<file path="config.mk">
export PLATFORM = sky130hd
export DESIGN_NAME = to_upper_ascii
export DESIGN_NICKNAME = d
export VERILOG_FILES = /design/src/rtl/to_upper_ascii.sv
export SDC_FILE = /design/constraint.sdc
export NUM_CORES = 1
export LEC_CHECK = 0
export CAP_MARGIN = 40
export CORE_AREA = 2 2 39 41
export DETAILED_ROUTE_END_ITERATION = 8
export DIE_AREA = 0 0 41 43
export HOLD_SLACK_MARGIN = 0.08
export PLACE_DENSITY = 0.62
export SLEW_MARGIN = 5
export SYNTH_ARGS = -nofsm -noshare
export SYNTH_HDL_FRONTEND = slang
export SYNTH_SLANG_ARGS = --single-unit
</file>
<file path="constraint.sdc">
create_clock -name clk -period 0.8 [get_ports clk]
set_input_delay 0.12 -clock clk [delete_from_list [all_inputs] [get_ports clk]]
set_output_delay 0.12 -clock clk [all_outputs]
set_load 0.05 [all_outputs]
</file>
<file path="src/rtl/to_upper_ascii.sv">
// Byte-wide ASCII lower-to-upper case converter. Only bit 5 is ever touched,
// and only for 'a'..'z'; the result is optionally registered with a sync clear.
module to_upper_ascii #(
  parameter bit REGISTER_OUTPUT = 1'b1
) (
  input  logic clk,
  input  logic rst,
  input  logic a0,
  input  logic a1,
  input  logic a2,
  input  logic a3,
  input  logic a4,
  input  logic a5,
  input  logic a6,
  input  logic a7,
  output logic a0_out,
  output logic a1_out,
  output logic a2_out,
  output logic a3_out,
  output logic a4_out,
  output logic a5_out,
  output logic a6_out,
  output logic a7_out
);

  logic [7:0] x;
  logic [7:0] y;
  logic [7:0] q;
  logic       is_lower;

  assign x = {a7, a6, a5, a4, a3, a2, a1, a0};

  // Unsigned range compare; extended codes fall outside and pass through.
  assign is_lower = (x >= 8'h61) && (x <= 8'h7A);

  assign y = {x[7:6], x[5] & ~is_lower, x[4:0]};

  generate
    if (REGISTER_OUTPUT) begin : g_reg
      always_ff @(posedge clk) begin
        if (rst) q <= 8'h00;
        else     q <= y;
      end
    end else begin : g_comb
      assign q = y;
    end
  endgenerate

  assign {a7_out, a6_out, a5_out, a4_out, a3_out, a2_out, a1_out, a0_out} = q;

endmodule

</file>
run_1/pdn.png
Pins as bars on the die edge. Tap cells in grey.
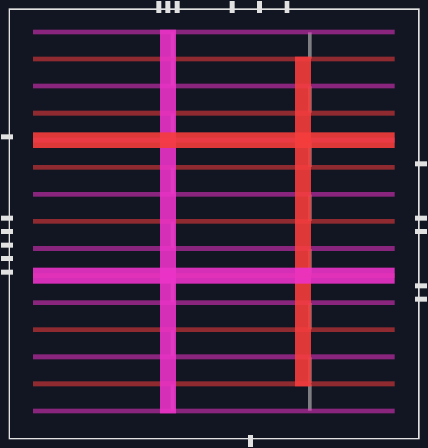
Key: VSS = magenta; VDD = red
15 met1 rails follow the rows. 16 tap cells. 2 straps on met4. 18 signal pins sit on the boundary. The core has 14 rows.

run_1/clock_map.png
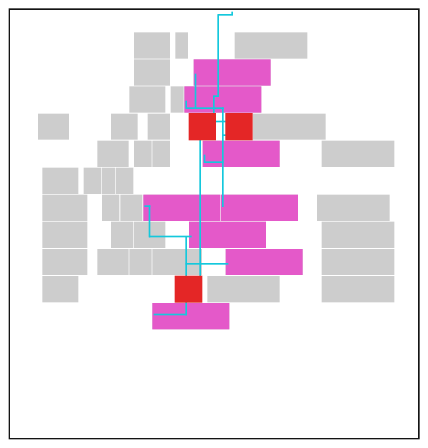
Key: flip-flops = magenta [count 8]; clock wires = cyan [length 82.4 um]; cells driving clock nets = red [count 3]
There are 4 routed clock nets.

==> out/qor.txt, run 1 <==
Status: finished with violations
Failing checks: setup timing
Final period util: 104.2%
Layer with the highest usage: met2
Yosys chip area: 256.5 sq um
Vias in the first global route: 201
Area-dominant class: non-clock buffers
Worst EP required: 0.68 ns
Clk_buf instances: 3
Hold path startpoint: a0
Mapped Cells: 24
Top flop regs: q x8
Worst-margin pin slew: 0.2566 ns
N_taps: 16
Hold WC Path Type: in -> reg
Met2 Use GR: 9.063%
Final Cell Area: 578.1 sq um
First-pass GRT wire length: 779 um
Filler cell count: 131
Adder Share, Synth: 0%
ClkCell Share: 3.896%
CP endpoint kind: output port
Worst EP arrival: 0.71 ns
Critical Path Slowest Stage Cell: dfxtp_2
Max Cap Viol: 0
Area grow syn2layout: 125.4%
Largest net degree at the start of global routing: 8
Synth async-reset ratio: 0%
Worst Setup Slack, final: -0.03349 ns
CP peak stage delay: 0.34 ns
WHS Path Cells: 2
Post-synth seq share: 62.44%
Syn nets: 34
Top cell family by delay on the critical path: flip-flops
Biggest consumer: registers
Die Area: 1763 sq um
M1 WL: 206 um
Placement Cell Area: 534.3 sq um
Num CTS Buffers: 3
Comb area: 97.59 sq um
TritonCTS clock tree: done
RSZ-0062 raised after global routing: true
Comb pwr share: 25.8%
Max clock buf depth: 2
Detail Placement HPWL: 404.9 um
Antenna cells: 0
Layout cell share with drive strength beyond 1: 51.11%
Core Rows: 14
Seq/total area: 29.44%
Top cells excl fill/tap: buf_12, dfxtp_2, clkdlybuf4s50_1
Seq_cells: 8
1st-iter DRT viols: 0
Setup Viol. Count Final: 8
Post-synthesis cell area: 256.5 sq um
P_leak: 0.2665 nW
Setup tns final: -0.2112 ns
Post-synth EDFFs: 0
Crit path depth: 1
Initial antenna violation count: 0
IO Port Bufs: 17
CP Capture Point: a0_out
Signal buf overhead: 45.67%
Non-Clock Buffer Count: 18
Synth Register Bits: 8
Yosys xor share: 0%
P_int: 0.7365 mW
Pins Over Slew Limit: 0
Comb/total area: 16.88%
Sequential share of power: 45.2%
Max reg flops: 8
Routed wl met2: 247 um
Crit path launch: q[0]
Syn Area/Cell: 10.69 sq um
Tool Warnings: 28
Achievable Freq: 1200 MHz
Top cells by count: dfxtp_1, nor2b_1, and2b_2, nand3_1, nor2_1
P per Cell Area: 1702 nW/um^2
Dpl cells: 58
Crit Path Max Fanout: 1
Post-Route WL: 485 um
run_1/final_congestion.png
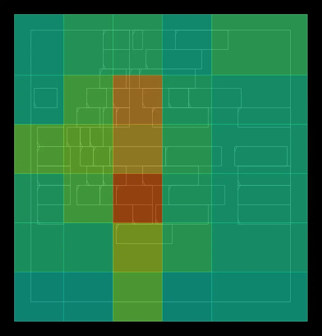
met1 GRT Util: 8.143%
Avg WL per Cell: 7.951 um
Tot GR Track Use: 6.956%
met3 GRT Util: 3.141%
final core occ: 41.77%

run_1/cell_classes.png
Scale bar: 10 um.
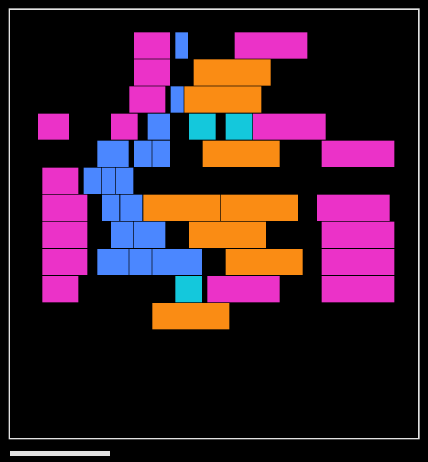
Key: flip-flops = orange [cells 8]; cells driving clock nets = cyan [cells 3]; other buffers and delay cells = magenta [cells 18]; all other logic = blue [cells 16]

run_1/met2.png
Scale bar: 10 um. Cells faint in the background.
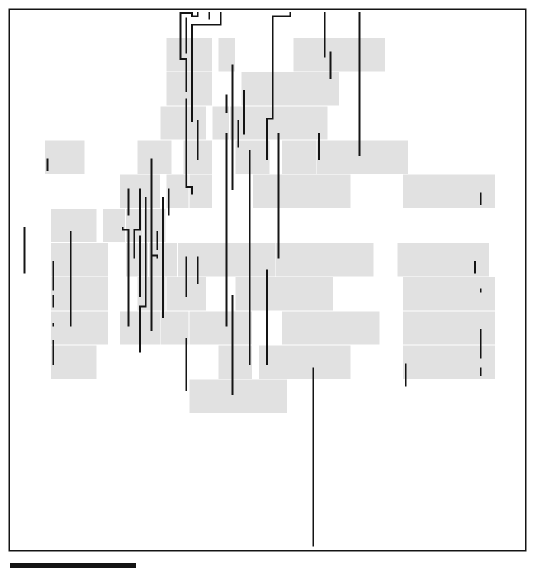

==> run 2: changes to the inputs <==
--- a/config.mk
+++ b/config.mk
@@ -5,12 +5,13 @@
 export SDC_FILE = /design/constraint.sdc
 export NUM_CORES = 1
 export LEC_CHECK = 0
+export ABC_AREA = 1
 export CAP_MARGIN = 40
 export CORE_AREA = 2 2 39 41
 export DETAILED_ROUTE_END_ITERATION = 8
 export DIE_AREA = 0 0 41 43
 export HOLD_SLACK_MARGIN = 0.08
-export PLACE_DENSITY = 0.62
+export PLACE_DENSITY = 0.63
 export SLEW_MARGIN = 5
 export SYNTH_ARGS = -nofsm -noshare
 export SYNTH_HDL_FRONTEND = slang
run_2/met2.png
Scale bar: 10 um. Cells faint in the background.
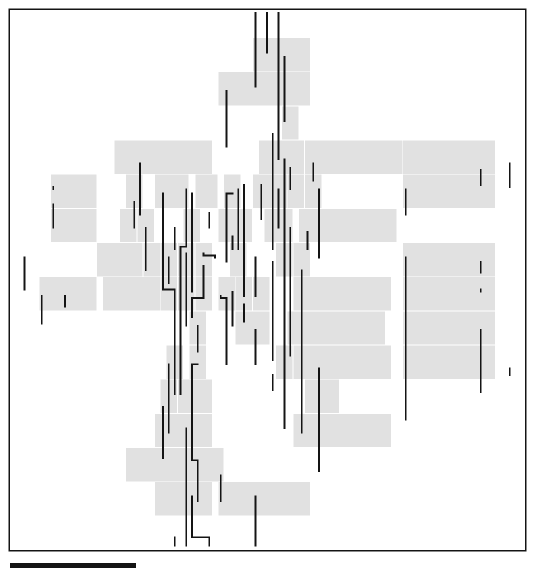
The wires run mostly vertical. 52 nets have wire on it. The longest straight run is 21.4 um. The layer carries 298 um of wire.
via count: 276
Post-Route WL: 587 um

run_2/cell_classes.png
Scale bar: 10 um.
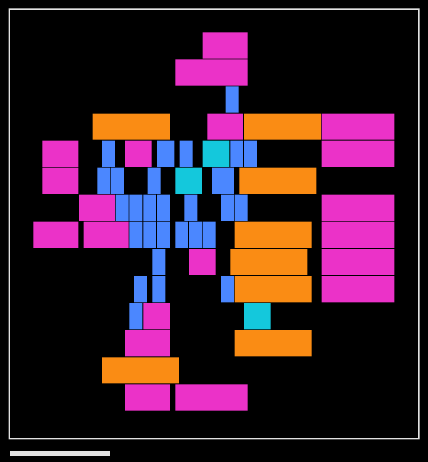
Key: cells driving clock nets = cyan [cells 3]; flip-flops = orange [cells 8]; other buffers and delay cells = magenta [cells 20]; all other logic = blue [cells 28]
Seq/total area: 28.04%
Final Cell Area: 606.8 sq um
Core Rows: 14
CORE AREA: 1384 sq um
final core occ: 43.85%

==> run 2 against run 1 <==
Effect of this change: the flow still finishes with violations (setup timing); clock power grew 8.7%; highest routed layer is now met4; first-iteration DRC count up 5; wire length increased by 21%; largest power group unchanged; cell count up 23%; via count grew 24%.
==> out/qor.txt, run 2 <==
WHS Path Cells: 3
Achievable Freq: 1184 MHz
Yosys xor share: 0%
Clk_buf instances: 3
CP peak stage delay: 0.34 ns
Mapped Cells: 37
Tot GR Track Use: 9.677%
Worst EP required: 0.68 ns
Routed wl met2: 297 um
Crit path depth: 1
Failing checks: setup timing
Syn nets: 47
ClkCell Share: 3.711%
Yosys Instances: 37
Worst Setup Slack, final: -0.04457 ns
Vias in the first global route: 262
TritonCTS clock tree: done
Setup Viol. Count Final: 8
Post-synth EDFFs: 0
Dominant flop cell: dfxtp_1
Synth Register Bits: 8
Resized Gates After CTS: 8
Syn Area/Cell: 7.338 sq um
M1 WL: 218 um
Comb pwr share: 25.7%
Top flop regs: q x8
Num CTS Buffers: 3
Global route overflow: 0
Synth area leader: dfxtp_1
Worst-margin pin slew: 0.1064 ns
Critical Path Slowest Stage Cell: dfxtp_2
Avg WL per Cell: 7.827 um
Layer with the highest usage: met2
Area-dominant class: non-clock buffers
CP endpoint kind: output port
Setup tns final: -0.3058 ns
Final min period: 0.8446 ns
Hold path startpoint: a6
Sequential share of power: 43.6%
Filler cell count: 132
Met1 GRT Util: 9.772%
Synth async-reset ratio: 0%
RSZ-0062 raised after global routing: true
Top cell family by delay on the critical path: flip-flops
Largest net degree at the start of global routing: 8
N_taps: 16
Pins Over Slew Limit: 0
IO Port Bufs: 17
Max reg flops: 8
Seq_cells: 8
Crit path launch: q[2]
Top cells excl fill/tap: nor2_1, buf_12, dfxtp_2
Antenna cells: 0
Placement Cell Area: 559.3 sq um
Comb area: 75.07 sq um
P per Cell Area: 1670 nW/um^2
Die Area: 1763 sq um
Final period util: 105.6%
Initial antenna violation count: 0
Hold WC Path Type: in -> reg
Status: finished with violations
First-pass GRT wire length: 1.007 mm
Worst EP arrival: 0.72 ns
GP Congestion: 0.8394
Ao+oa area frac: 0%
Non-Clock Buffer Count: 20
Max clock buf depth: 2
Commonest Layout Cell: nor2_1
Yosys chip area: 271.5 sq um
Comb/total area: 12.37%
CP Capture Point: a2_out
Met3 GRT Util: 3.141%
Post-synth seq share: 58.99%
Area grow syn2layout: 123.5%
Tool Warnings: 28
Post-synthesis cell area: 271.5 sq um
Adder Share, Synth: 0%
P_int: 0.7352 mW
Die Y: 43 um
Biggest consumer: registers
Top cells by count: nor2_1, dfxtp_1, inv_1, nand2_1
Detail Placement HPWL: 448.9 um
Slew HR: 92.90%
Mux share: 0%
Top routing layer used: met4
Reg with most FFs: q
Dpl cells: 72
Met2 Use GR: 13.13%
Crit Path Max Fanout: 1
1st-iter DRT viols: 5
Max Cap Viol: 0
P_leak: 0.3324 nW
Layout cell share with drive strength beyond 1: 44.07%
run_2/clock_map.png
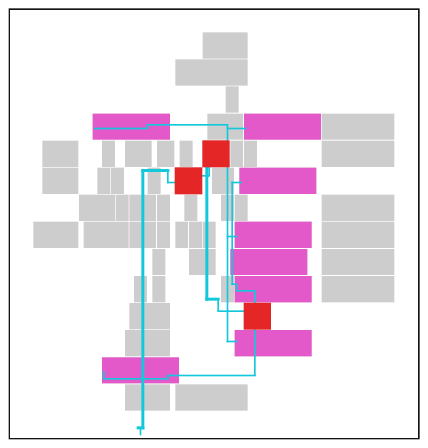
Key: cells driving clock nets = red [count 3]; clock wires = cyan [length 135 um]; flip-flops = magenta [count 8]
There are 4 routed clock nets.
Clock Power Share: 30.7%
Power Clock: 0.311 mW

No activity file was given, so power comes from the tool's default toggle rates.
